Fig. 1: run 1, wiring by layer
Only two layers are drawn.
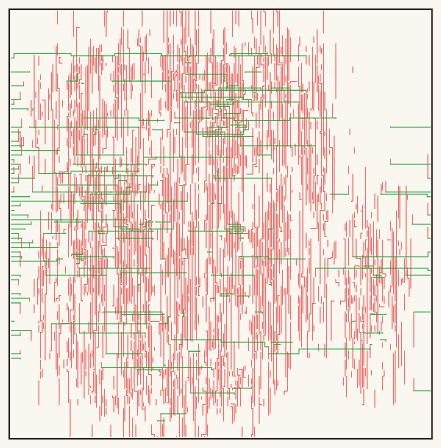
Fig. 2: run 1, close-up of the layout
The bar under the picture is 10 µm long. Region (47, 48) to (77, 78) µm. Cells in gray, sequential cells in the stronger gray; small squares are vias.
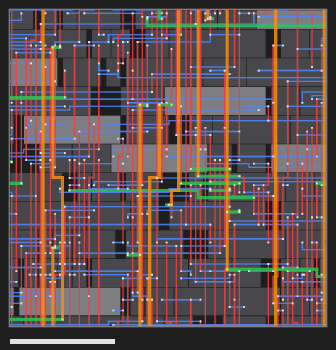
Fig. 3: run 1, M4 wires
Supply wires on this layer in gray.
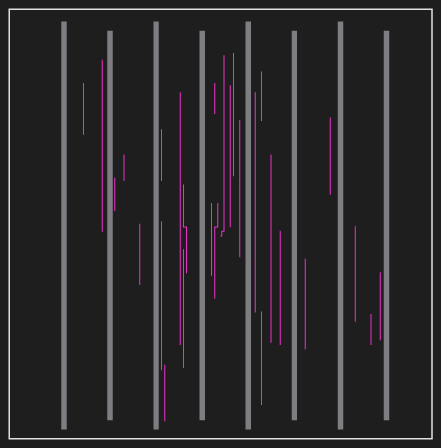
Fig. 4: run 1, M1 wires
Supply wires on this layer in gray.
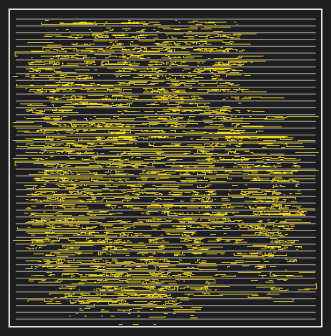
--- src/rtl/buffer2axis.sv ---
// ---------------------------------------------------------------------------
// buffer2axis
//
// Serialises one WIDTH-cell row of cell states per input handshake onto an
// AXI4-Stream master, one DWIDTH-bit colour pixel per cell. Bit 0 of the row
// is sent first. Rows are counted so that TLAST marks the final pixel of each
// HEIGHT-row frame, and frame_done pulses for one cycle after that pixel has
// been accepted.
//
// Ports:
//   clk            single clock, all state on the rising edge
//   rstn           asynchronous active-low reset
//   alive_color    pixel value for a live cell (bit = 1)
//   dead_color     pixel value for a dead cell (bit = 0)
//   in_data        row of cell states, bit 0 is the first pixel sent
//   in_valid       in_data valid
//   in_ready       block can accept a row (registered)
//   M_AXIS_TDATA   pixel data (registered)
//   M_AXIS_TVALID  pixel valid (registered)
//   M_AXIS_TREADY  downstream accepts pixel
//   M_AXIS_TLAST   last pixel of frame (registered)
//   frame_done     one-cycle pulse after the last pixel of a frame is taken
// ---------------------------------------------------------------------------
module buffer2axis #(
    parameter int DWIDTH = 32,
    parameter int WIDTH  = 4,
    parameter int HEIGHT = 4
) (
    input  logic              clk,
    input  logic              rstn,
    input  logic [DWIDTH-1:0] alive_color,
    input  logic [DWIDTH-1:0] dead_color,
    input  logic [WIDTH-1:0]  in_data,
    input  logic              in_valid,
    output logic              in_ready,
    output logic [DWIDTH-1:0] M_AXIS_TDATA,
    output logic              M_AXIS_TVALID,
    input  logic              M_AXIS_TREADY,
    output logic              M_AXIS_TLAST,
    output logic              frame_done
);

    // Terminal counts sized to the counters so compares are width-exact;
    // wrap is always done by these compares, never by counter overflow.
    localparam logic [7:0]  COL_LAST = 8'(WIDTH - 1);
    localparam logic [15:0] ROW_LAST = 16'(HEIGHT - 1);

    typedef enum logic {
        IDLE = 1'b0,
        SEND = 1'b1
    } state_t;

    state_t            state_q, state_d;
    logic [7:0]        col_q, col_d;
    logic [15:0]       row_q, row_d;
    logic [WIDTH-1:0]  row_buf_q, row_buf_d;
    logic [DWIDTH-1:0] alive_q, alive_d;
    logic [DWIDTH-1:0] dead_q, dead_d;
    logic [DWIDTH-1:0] tdata_q, tdata_d;
    logic              tvalid_q, tvalid_d;
    logic              tlast_q, tlast_d;
    logic              in_ready_q, in_ready_d;
    logic              frame_done_q, frame_done_d;

    logic [7:0]        col_next;
    logic [WIDTH-1:0]  row_shifted;

    // Every output comes straight from a register. Reset clears everything,
    // so an in-flight row is discarded and TVALID drops without a clock.
    always_ff @(posedge clk or negedge rstn) begin
        if (!rstn) begin
            state_q      <= IDLE;
            col_q        <= '0;
            row_q        <= '0;
            row_buf_q    <= '0;
            alive_q      <= '0;
            dead_q       <= '0;
            tdata_q      <= '0;
            tvalid_q     <= 1'b0;
            tlast_q      <= 1'b0;
            in_ready_q   <= 1'b0;
            frame_done_q <= 1'b0;
        end else begin
            state_q      <= state_d;
            col_q        <= col_d;
            row_q        <= row_d;
            row_buf_q    <= row_buf_d;
            alive_q      <= alive_d;
            dead_q       <= dead_d;
            tdata_q      <= tdata_d;
            tvalid_q     <= tvalid_d;
            tlast_q      <= tlast_d;
            in_ready_q   <= in_ready_d;
            frame_done_q <= frame_done_d;
        end
    end

    // Next-state and next-output logic. Holding every register by default is
    // what keeps TDATA/TLAST/TVALID stable while the downstream stalls.
    always_comb begin
        state_d      = state_q;
        col_d        = col_q;
        row_d        = row_q;
        row_buf_d    = row_buf_q;
        alive_d      = alive_q;
        dead_d       = dead_q;
        tdata_d      = tdata_q;
        tvalid_d     = tvalid_q;
        tlast_d      = tlast_q;
        in_ready_d   = in_ready_q;
        frame_done_d = 1'b0;

        col_next     = col_q + 8'd1;
        row_shifted  = row_buf_q >> col_next;

        unique case (state_q)
            IDLE: begin
                tvalid_d   = 1'b0;
                tlast_d    = 1'b0;
                in_ready_d = 1'b1;
                if (in_valid && in_ready_q) begin
                    // Colours are latched with the row so later changes on
                    // the colour inputs only affect the next row.
                    row_buf_d  = in_data;
                    alive_d    = alive_color;
                    dead_d     = dead_color;
                    col_d      = '0;
                    tdata_d    = in_data[0] ? alive_color : dead_color;
                    tlast_d    = (WIDTH == 1) && (row_q == ROW_LAST);
                    tvalid_d   = 1'b1;
                    in_ready_d = 1'b0;
                    state_d    = SEND;
                end
            end

            SEND: begin
                in_ready_d = 1'b0;
                if (M_AXIS_TREADY) begin
                    if (col_q == COL_LAST) begin
                        state_d    = IDLE;
                        tvalid_d   = 1'b0;
                        tlast_d    = 1'b0;
                        in_ready_d = 1'b1;
                        if (row_q == ROW_LAST) begin
                            row_d        = '0;
                            frame_done_d = 1'b1;
                        end else begin
                            row_d = row_q + 16'd1;
                        end
                    end else begin
                        col_d   = col_next;
                        tdata_d = row_shifted[0] ? alive_q : dead_q;
                        tlast_d = (col_next == COL_LAST) && (row_q == ROW_LAST);
                    end
                end
            end

            default: begin
                state_d = IDLE;
            end
        endcase
    end

    assign in_ready      = in_ready_q;
    assign M_AXIS_TDATA  = tdata_q;
    assign M_AXIS_TVALID = tvalid_q;
    assign M_AXIS_TLAST  = tlast_q;
    assign frame_done    = frame_done_q;

endmodule

--- config.mk ---
export PLATFORM = sky130hd
export DESIGN_NAME = buffer2axis
export DESIGN_NICKNAME = d
export VERILOG_FILES = /design/src/rtl/buffer2axis.sv
export SDC_FILE = /design/constraint.sdc
export NUM_CORES = 1
export LEC_CHECK = 0
export ABC_AREA = 1
export CORE_AREA = 2 2 122 124
export CTS_BUF_LIST = sky130_fd_sc_hd__clkbuf_8 sky130_fd_sc_hd__clkbuf_16
export DETAILED_ROUTE_END_ITERATION = 12
export DIE_AREA = 0 0 124 126
export HOLD_SLACK_MARGIN = 0.06
export PLACE_DENSITY = 0.76
export SYNTH_ARGS = -nofsm -noshare
export SYNTH_HDL_FRONTEND = slang
export SYNTH_SLANG_ARGS = --single-unit
--- constraint.sdc ---
create_clock -name clk -period 1.7 [get_ports clk]
set_input_delay 0.34 -clock clk [delete_from_list [all_inputs] [get_ports clk]]
set_output_delay 0.34 -clock clk [all_outputs]
set_load 0.02 [all_outputs]
==> impl_metrics.toml, run 1 <==
# yosys + openroad results
[final_timing]
setup_viol = 43
fin_crit_ps = 1960
fmax_ghz = 0.5103
tns_ps = -6885
relSlewSlack_pct = 73.00
drv_slew = 0
setup_ws_ps = -259.7
rsz0062_at_grt = "true"
finalClockPeriodUsage_pct = 115.3

[grt]
grt_pass1_wl_um = 31730
grt_max_degree = 46
grt_usage_pct = 26.39

[run_status]
violations = "setup timing"
status = "complete, but fails checks"

[route]
wl_per_cell_um = 17.67
drt_iter0_drc = 525
drtAntennaViolNets = 0
drc_errors = 0
vias_per_cell = 5.435

[layout]
antenna_cells = 0
finalInstanceArea_um2 = 9963

[cts]
cts.sink_count = 129
cts_buffers = 17
cts_root_buf = "clkbuf_16"
cts_tree = "done"
cts_max_level = 4
clk_pin_slew_worst_paths_ps = 60

[synth]
ys_chip_area_um2 = 6932
common_cells = "129 x dfrtp_1, 129 x nand2_1, 118 x inv_1"
synthFlopType = "dfrtp_1"
yosysCellCount = 870
async_flop_share_pct = 100.0
synth_top_cell_by_area = "dfrtp_1"

[setup_path]
cp.required_ps = 2020
critPathKind = "reg -> reg"
cp-start-kind = "register"

[die]
die_w_um = 124
initial_core_util_pct = 48.43
chipArea_um2 = 15620

[worst_hold_path]
worstHoldPathType = "in -> async"

[place]
preCtsSetupSlack_ps = -122.6

[job]
warnings = 29
cap_violations = 0
About Fig. 1:
[met3] green | wire length: 1570 µm
[met2] red | wire length: 10600 µm

About Fig. 2:
[met2] red
[met1] blue
[met3] green
[met4] orange
most frequent: buf_4 (11), nand2_1 (7), buf_12 (5)
sequential cells in the window: 6
netlist names of flops here include: col_q (3), M_AXIS_TDATA (2)
cells with their middle in the window: 71

About Fig. 3:
share of all routed wire: 3.9%
longest straight run: 74.1 µm

About Fig. 4:
nets with wire on the layer: 988
longest straight run: 62.1 µm
share of all routed wire: 39%
wire length on this layer: 8430 µm
main direction: horizontal

[run 1: registers in the layout, summed over array words and instances, names as in the netlist]
register	flops
row_q	16
M_AXIS_TDATA	32
M_AXIS_TVALID	1
alive_q	32
frame_done	1
dead_q	32
state_q	1
in_ready	1
col_q	8
row_buf_q	4
M_AXIS_TLAST	1
[run 1: metal layers]
metal | GRT usage (%) | part of all wire, %
met5 | 0 | 0
met4 | 8.989 | 3.9
met3 | 7.156 | 7.3
met2 | 43.50 | 49
met1 | 33.43 | 39
[run 1: power by group]
group | internal [W] | switching (W) | total [W]
registers | 0.00410 | 0.000617 | 0.00472
logic | 0.00468 | 0.00598 | 0.0107
clock network | 0.00257 | 0.00142 | 0.00400
total | 0.0114 | 0.00802 | 0.0194
[run 1: stage by stage]
stage / instances / total power [W] / util (%)
final: 1215 / 0.01938 / 69.61
after global routing: 1215 / 0.02032 / 69.61
after CTS: 1200 / 0.01736 / 65.15
after detailed placement: 1161 / 0.01264 / 59.48
after global placement: 1161 / 0.01247 / 59.48
after floorplan: 870 / 0.01008 / -
[run 1: cell usage in the layout, fill, tap and decap left out, types with 35 or more instances in the layout]
master,count
nor2_1,75
dfrtp_1,125
inv_1,114
buf_4,35
dlygate4sd2_1,36
nand3_1,35
nand2_1,117
nand3_2,50
o21ai_0,113
clkdlybuf4s50_1,69
[run 1: critical path: stages (launching register included)]
cell and delay (ps):
dfrtp_2 460, ha_4 220, nand3_4 120, xor2_2 180, nand2_2 110, nor2_4 160, buf_12 160, buf_16 130
nand3_1 120, nand3_2 120, a21oi_2 60
[run 1: layout make-up]
class                   count  area [µm²]
clock buffers              20       466.7
clock inverters            11       175.2
fillers                  1067        4350
inverters                 125       486.7
multi-input cells         570        3465
flip-flops and latches    129        3233
well taps                 184       230.2
repair buffers            176        1907
[run 1: timing repair]
action | 4_1_cts | 5_1_grt
hold buffers | 1 | 0
resized | 62 | 103
gates cloned | 2 | 6
hold endpoints to repair | 22 | 0
buffers inserted | 5 | 9
setup endpoints to repair | 68 | 46
pin swaps | 7 | 37
[run 1: kinds of logic (layout without fill, tap and decap cells)]
logic type,after synthesis,in the layout,share of synthesized area (%)
adders and majority gates,3,3,0.5416
and+or+nand+nor,373,373,26.46
AOI/OAI and AO/OA,180,180,14.69
DFF,129,129,46.57
xor gates and xnor gates,14,14,1.769
buffers and inverters,171,332,9.964
[run 1: final timing paths]
check	start	end	slack, ps	cells after the start
setup / recovery	col_q[1]$_DFFE_PN0P_	M_AXIS_TDATA[30]$_DFFE_PN0P_	-260	10
hold / removal	rstn	M_AXIS_TDATA[3]$_DFFE_PN0P_	350	2
setup reg to reg	col_q[1]$_DFFE_PN0P_	M_AXIS_TDATA[30]$_DFFE_PN0P_	-260	10
hold reg to reg	M_AXIS_TVALID$_DFFE_PN0P_	M_AXIS_TVALID$_DFFE_PN0P_	480	2
max in group asynchronous	rstn	dead_q[1]$_DFFE_PN0P_	750	3
min in group clk	M_AXIS_TVALID$_DFFE_PN0P_	M_AXIS_TVALID$_DFFE_PN0P_	480	2
==> run 2, diff against run 1 <==
CORE_AREA = 2 2 128 130   (was 2 2 122 124)
CTS_BUF_LIST = unset   (was sky130_fd_sc_hd__clkbuf_8 sky130_fd_sc_hd__clkbuf_16)
DIE_AREA = 0 0 130 132   (was 0 0 124 126)
PLACE_DENSITY = 0.7   (was 0.76)
Fig. 5: run 2, wiring by layer
Only two layers are drawn.
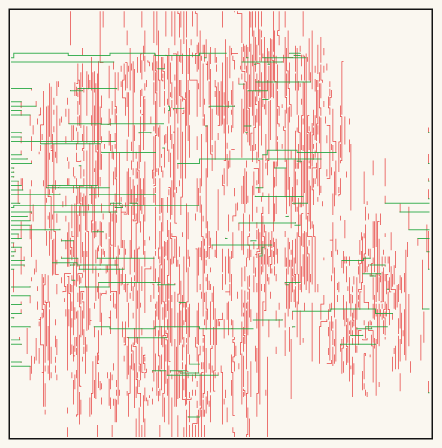
[met3] green | wire length: 1070 µm
[met2] red | wire length: 9300 µm

==> impl_metrics.toml, run 2 <==
# yosys + openroad results
[run_status]
status = "complete, but fails checks"
violations = "setup timing"

[setup_path]
cp_slowest_cell = "dfrtp_2"
ff2ff_path_depth = 12
cp_cell_sequence = "inv_4 -> ha_4 -> inv_2 -> nand3_2 -> nand2_2 -> nand3_2 -> nor2_4 -> buf_12 -> clkbuf_16 -> nand3_2 -> nand3_2 -> a21oi_2"
cp.depth = 12
timing.rr.end = "M_AXIS_TDATA[28]$_DFFE_PN0P_"
cp-start-kind = "register"

[final_timing]
tns_ps = -3392
finalClockPeriodUsage_pct = 107.9
fmax_ghz = 0.5454
setup_ws_ps = -133.6
setup_viol = 34
drv_slew = 0

[cts]
cts_max_level = 4
cts_tree = "done"

[grt]
grt_usage_pct = 23.48

[layout]
final_common_cell = "dfrtp_1"

[synth]
common_cells = "129 x dfrtp_1, 129 x nand2_1, 118 x inv_1"
async_flop_share_pct = 100.0
synthFlopType = "dfrtp_1"

[pwr]
swShare_pct = 41.28
power.internal_w = 0.01039
pwr-share-seq_pct = 26.5

[die]
die_w_um = 130
initial_core_util_pct = 44.12
Fig. 6: run 2, close-up of the layout
The bar under the picture is 10 µm long. Region (50, 51) to (80, 81) µm. Cells in gray, sequential cells in the stronger gray; small squares are vias.
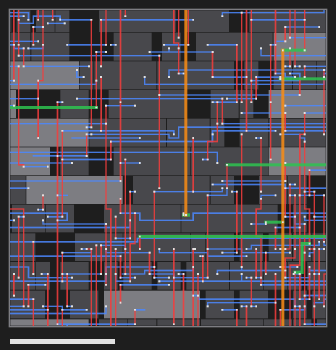
[met4] orange
[met3] green
[met1] blue
[met2] red
cells with their middle in the window: 70
most frequent: buf_4 (12), buf_12 (9), dfrtp_1 (7)
sequential cells in the window: 7
netlist names of flops here include: col_q (2), dead_q (2)

==> run 2: cell counts after synthesis <==
No cell type changed its count.
==> run 2: what timing repair did <==
action / CTS / global route
setup buffers: 11 / 2
resized: 80 / 40
endpoints found under the hold margin: 38 / 0
hold buffers: 1 / 0
setup endpoints to repair: 70 / 56
pin swaps: 7 / 10
cloned: 4 / 1
==> run 2: cell families (layout without fill, tap and decap cells) <==
kind of cell    after synthesis  count (layout)  synth area share, %
compound gates              180             180                14.69
xor+xnor                     14              14                1.769
fa+ha+maj                     3               3               0.5416
buf+inv                     171             324                9.964
flops                       129             129                46.57
other cells                   0               1                    0
simple gates                373             373                26.46
==> run 2: how the worst max path moves through the flow <==
stage                                              end  slack (ps)                 start
after detailed placement  M_AXIS_TDATA[30]$_DFFE_PN0P_        -170         M_AXIS_TREADY
after CTS                 M_AXIS_TDATA[29]$_DFFE_PN0P_        -110  col_q[0]$_DFFE_PN0P_
after global routing      M_AXIS_TDATA[31]$_DFFE_PN0P_        -230  col_q[0]$_DFFE_PN0P_
final                     M_AXIS_TDATA[28]$_DFFE_PN0P_        -130  col_q[0]$_DFFE_PN0P_
after floorplan           M_AXIS_TDATA[10]$_DFFE_PN0P_         0.8  col_q[0]$_DFFE_PN0P_
after global placement    M_AXIS_TDATA[12]$_DFFE_PN0P_        -150         M_AXIS_TREADY
==> run 2: final cells by class <==
class	instances	area [µm²]
repair buffers	167	1760
fillers	1315	6066
flip-flops and latches	129	3232
clock inverters	13	136.4
diodes	1	2.502
multi-input cells	570	3327
inverters	125	485.5
clock buffers	19	432.9
well taps	216	270.3
==> run 2: power groups by stage <==
| stage | combinational (W) | sequential (W) | clock, W |
|---|---|---|---|
| 2_1_floorplan | 0.00515 | 0.00493 | 0 |
| 3_3_place_gp | 0.00778 | 0.00471 | 0 |
| 3_5_place_dp | 0.00794 | 0.00472 | 0 |
| 4_1_cts | 0.00901 | 0.00467 | 0.00358 |
| 5_1_grt | 0.0102 | 0.00480 | 0.00372 |
| 6_report | 0.00946 | 0.00469 | 0.00354 |
==> run 2: per-layer routing <==
layer / global-route usage [%] / part of all wire, % / wire length [µm] / vias to the layer above
li1: - / - / - / 3066
met1: 31.26 / 44 / 8481 / 3020
met2: 37.23 / 48 / 9300 / 202
met3: 5.722 / 5.6 / 1073 / 38
met4: 8.423 / 2.2 / 420 / 0
met5: 0 / 0 / 0 / -
==> run 2: stage by stage <==
stage | hold slack, ps | cells | utilization, %
finish | 404.7 | 1240 | 61.40
global route | 440.1 | 1239 | 61.38
CTS | 424.4 | 1240 | 60.26
detailed placement | 295.5 | 1192 | 54.47
global placement | 296.3 | 1192 | 54.47
floorplan | 44.41 | 870 | -
No activity file was given, so power comes from the tool's default toggle rates.
